--- src/rtl/ex_branch_resolve.sv ---
// EX-stage branch resolution: in-order queue of IF predictions, resolved against EX outcomes,
// producing registered predictor feedback and mispredict redirects. Optional BRANCH_STATS_EN adds counters.
module ex_branch_resolve #(
   parameter int DEPTH = 4,
   parameter int PTR_W = 2
) (
   input  logic        clk,
   input  logic        reset_n,
   input  logic        if_push,
   input  logic [31:0] if_pc,
   input  logic        if_pred_take,
   input  logic [31:0] if_pred_target,
   output logic        if_full,
   input  logic        ex_resolve,
   input  logic [31:0] ex_pc,
   input  logic        ex_taken,
   input  logic [31:0] ex_target,
   output logic        pc_jmp_feedback,
   output logic        pc_jmp_take,
   output logic [31:0] pc_stash_base,
   output logic        mispredict,
   output logic [31:0] redirect_pc,
   output logic        order_err
`ifdef BRANCH_STATS_EN
   ,
   output logic [31:0] stat_branches,
   output logic [31:0] stat_mispredicts
`endif
);

   localparam logic [PTR_W:0]   LP_FULL    = (PTR_W+1)'(DEPTH);
   localparam logic [PTR_W:0]   LP_CNT_ONE = (PTR_W+1)'(1);
   localparam logic [PTR_W-1:0] LP_PTR_ONE = PTR_W'(1);

   logic [31:0]      r_pc_mem   [DEPTH];
   logic             r_take_mem [DEPTH];
   logic [31:0]      r_tgt_mem  [DEPTH];
   logic [PTR_W-1:0] r_wr_ptr;
   logic [PTR_W-1:0] r_rd_ptr;
   logic [PTR_W:0]   r_count;
   logic             r_shadow;

   logic [31:0] w_head_pc;
   logic        w_head_take;
   logic [31:0] w_head_tgt;
   logic        w_empty;
   logic        w_resolve;
   logic        w_pc_match;
   logic        w_order_err;
   logic        w_pop;
   logic        w_mis;
   logic        w_push;

   assign if_full     = (r_count == LP_FULL);
   assign w_empty     = (r_count == '0);
   assign w_head_pc   = r_pc_mem[r_rd_ptr];
   assign w_head_take = r_take_mem[r_rd_ptr];
   assign w_head_tgt  = r_tgt_mem[r_rd_ptr];
   // A resolve in the cycle after a mispredict belongs to the wrong path and is dropped silently.
   assign w_resolve   = ex_resolve & ~r_shadow;
   assign w_pc_match  = (ex_pc == w_head_pc);
   assign w_order_err = w_resolve & (w_empty | ~w_pc_match);
   assign w_pop       = w_resolve & ~w_empty & w_pc_match;
   assign w_mis       = w_pop & ((w_head_take != ex_taken) |
                                 (w_head_take & ex_taken & (w_head_tgt != ex_target)));
   assign w_push      = if_push & ~if_full;

   always_ff @(posedge clk) begin
      if (w_push) begin
         r_pc_mem[r_wr_ptr]   <= if_pc;
         r_take_mem[r_wr_ptr] <= if_pred_take;
         r_tgt_mem[r_wr_ptr]  <= if_pred_target;
      end
   end

   // A mispredict flushes everything, so a same-cycle push never advances the write pointer.
   always_ff @(posedge clk or negedge reset_n) begin
      if (!reset_n) begin
         r_wr_ptr <= '0;
         r_rd_ptr <= '0;
         r_count  <= '0;
         r_shadow <= 1'b0;
      end else begin
         r_shadow <= w_mis;
         if (w_mis) begin
            r_rd_ptr <= r_wr_ptr;
            r_count  <= '0;
         end else begin
            if (w_push) r_wr_ptr <= r_wr_ptr + LP_PTR_ONE;
            if (w_pop)  r_rd_ptr <= r_rd_ptr + LP_PTR_ONE;
            case ({w_push, w_pop})
               2'b10:   r_count <= r_count + LP_CNT_ONE;
               2'b01:   r_count <= r_count - LP_CNT_ONE;
               default: r_count <= r_count;
            endcase
         end
      end
   end

   always_ff @(posedge clk or negedge reset_n) begin
      if (!reset_n) begin
         pc_jmp_feedback <= 1'b0;
         pc_jmp_take     <= 1'b0;
         pc_stash_base   <= '0;
         mispredict      <= 1'b0;
         redirect_pc     <= '0;
         order_err       <= 1'b0;
      end else begin
         pc_jmp_feedback <= w_pop;
         mispredict      <= w_mis;
         order_err       <= w_order_err;
         if (w_pop) begin
            pc_jmp_take   <= ex_taken;
            pc_stash_base <= w_head_pc;
         end
         if (w_mis) redirect_pc <= ex_taken ? ex_target : (ex_pc + 32'd4);
      end
   end

`ifdef BRANCH_STATS_EN
   always_ff @(posedge clk or negedge reset_n) begin
      if (!reset_n) begin
         stat_branches    <= '0;
         stat_mispredicts <= '0;
      end else begin
         if (w_pop) stat_branches    <= stat_branches + 32'd1;
         if (w_mis) stat_mispredicts <= stat_mispredicts + 32'd1;
      end
   end
`endif

endmodule

--- config.mk ---
export PLATFORM = sky130hd
export DESIGN_NAME = ex_branch_resolve
export DESIGN_NICKNAME = d
export VERILOG_FILES = /design/src/rtl/ex_branch_resolve.sv
export SDC_FILE = /design/constraint.sdc
export NUM_CORES = 1
export LEC_CHECK = 0
export ABC_AREA = 1
export CORE_MARGIN = 3
export CORE_UTILIZATION = 60
export CTS_BUF_LIST = sky130_fd_sc_hd__clkbuf_8
export CTS_CLUSTER_SIZE = 28
export DETAILED_ROUTE_END_ITERATION = 8
export DONT_BUFFER_PORTS = 1
export PLACE_DENSITY_LB_ADDON = 0.2
export SETUP_SLACK_MARGIN = 0.3
export SYNTH_ARGS = -nofsm -noshare
export SYNTH_HDL_FRONTEND = slang
export SYNTH_SLANG_ARGS = --single-unit
--- constraint.sdc ---
create_clock -name clk -period 4.1 [get_ports clk]
set_input_delay 0.41 -clock clk [delete_from_list [all_inputs] [get_ports clk]]
set_output_delay 0.41 -clock clk [all_outputs]
set_load 0.02 [all_outputs]
Wire density map:
Scale: 2 px per µm. The die is cut into 33 by 33 equal tiles; white is low, dark blue is high, scaled to the fullest tile. Values are wire area over tile area, all layers added.
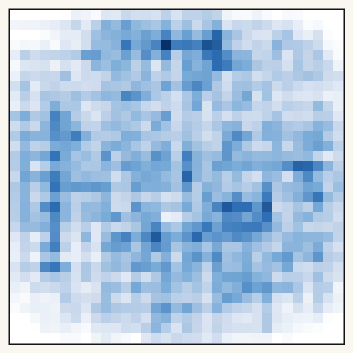
tiles over half the peak: 16%
nearly empty tiles: 3.7%
mean over tiles: 0.28
fullest tile: 0.85

==> metrics.yaml <==
clock_path_buffers: 3
crit_fanout: 42
startpoint_type: "flop"
reg_top3: "r_pc_mem: 128 flops, r_tgt_mem: 128 flops"
clk_pin_slew_ns: 0.07
cts_tree: "done"
status: "finished clean"
swShare: 0.278
final_cell_mix: "nand2_1, edfxtp_1, nand3_1"
peakVddDrop_mv: 0.423
fin_crit_ns: 3.49
via_per_inst: 5.85
rrSetupSlack_ns: 0.61
final_hold_viol_count: 0
use_met3: 0.0911
fmax_mhz: 287
use_met1: 0.429
totalWireLength_um: 45800
cts.htree.levels: 2
pin_count: 203
simple_gate_area_frac: 0.272
r2r_start: "r_rd_ptr[0]"
fp_nets: 1777
hp-start: "ex_target[9]"
nNetsFinal: 1850
pwr-share-clk: 0.330
worst_r2r_endpoint: "r_count[2]"
reg2reg_depth: 19
Zoomed window:
Window x 68 to 98, y 35 to 65 µm. Cells in gray, sequential cells in the stronger gray; small squares are vias.
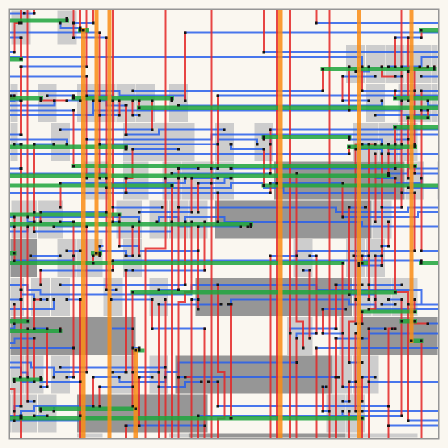
[green] met3
[red] met2
[orange] met4
[blue] met1
netlist names of flops here include: r_pc_mem (4), pc_stash_base (3)
sequential cells in the window: 7
cells with their middle in the window: 68
most frequent: nand2_1 (33), nand3_1 (10), nor2_1 (6)

==> power groups by stage <==
stage | Sequential, µW | Clock (µW) | Combinational [µW]
2_1_floorplan | 4460 | 0 | 746
3_3_place_gp | 4450 | 0 | 1110
3_5_place_dp | 4450 | 0 | 1120
4_1_cts | 4390 | 2780 | 1220
5_1_grt | 4430 | 2980 | 1350
6_report | 4400 | 2780 | 1230
==> critical path: stages (launching register included) <==
cell	delay, ns
dfrtp_4	0.72
buf_4	0.52
nand2_1	0.11
nand3_1	0.15
nand2_1	0.11
nand2_1	0.10
nand2_1	0.12
nor2_1	0.12
nand2_1	0.06
nor2_1	0.11
nand3_1	0.18
nor2_1	0.19
nand3_1	0.14
inv_1	0.10
fa_1	0.18
xnor2_1	0.16
nand3_1	0.11
nor2_1	0.09
nor2_1	0.04
nand2_1	0.06
==> layout make-up <==
| cell class | instances | share of cell area |
|---|---|---|
| Sequential cell | 335 | 0.554 |
| Multi-Input combinational cell | 1142 | 0.292 |
| Clock buffer | 64 | 0.0504 |
| Timing Repair Buffer | 85 | 0.0499 |
| Tap cell | 330 | 0.0236 |
| Inverter | 93 | 0.0201 |
| Clock inverter | 34 | 0.00966 |
| Antenna cell | 4 | 0.000572 |
==> cells by family (layout without fill, tap and decap cells) <==
family	count (synthesis)	after routing
XOR/XNOR	26	26
flip-flops	335	335
multiplexers	4	4
buffers and inverters	159	276
adder cells (fa/ha/maj)	7	7
AND/OR/NAND/NOR	1009	1009
AND-OR/OR-AND	96	96
other	0	4
==> per-stage QoR <==
step / instance area [µm²] / hold WS [ns] / power [µW] / util / setup slack, ns
6_report: 17500 / 0.0243 / 8400 / 0.692 / 0.612
5_1_grt: 17500 / 0.0192 / 8760 / 0.692 / 0.403
4_1_cts: 17500 / 0.00829 / 8390 / 0.692 / 0.677
3_5_place_dp: 15700 / 0.116 / 5580 / 0.623 / 0.701
3_3_place_gp: 15700 / 0.116 / 5550 / 0.623 / 0.683
2_1_floorplan: 15500 / 0.114 / 5210 / - / 0.202
==> synth_stat cells (all sizes together) <==
cell / count / area (µm²)
mux2i: 4 / 40.0
o21ai: 90 / 454
a21oi: 2 / 10.0
inv: 92 / 348
ha: 6 / 75.1
nand2: 653 / 2460
buf: 53 / 350
xor2: 24 / 210
nand3: 218 / 1100
o22ai: 3 / 18.8
nand3b: 10 / 75.1
nand4: 14 / 87.6
nor4: 7 / 43.8
clkinv: 1 / 3.75
nor3: 17 / 101
edfxtp: 260 / 7810
a31oi: 1 / 6.26
xnor2: 2 / 17.5
and2: 1 / 6.26
dfrtp: 75 / 1880
clkbuf: 13 / 48.8
nor2: 88 / 330
fa: 1 / 20.0
and3: 1 / 6.26
==> per-layer routing <==
metal | routed length (µm) | share of wire | vias up
met1 | 17400 | 0.38 | 5753
met2 | 21400 | 0.47 | 696
met5 | 13 | 0.00028 | -
met4 | 1830 | 0.040 | 2
met3 | 5070 | 0.11 | 117
li1 | - | - | 5633
No activity file was given, so power comes from the tool's default toggle rates.
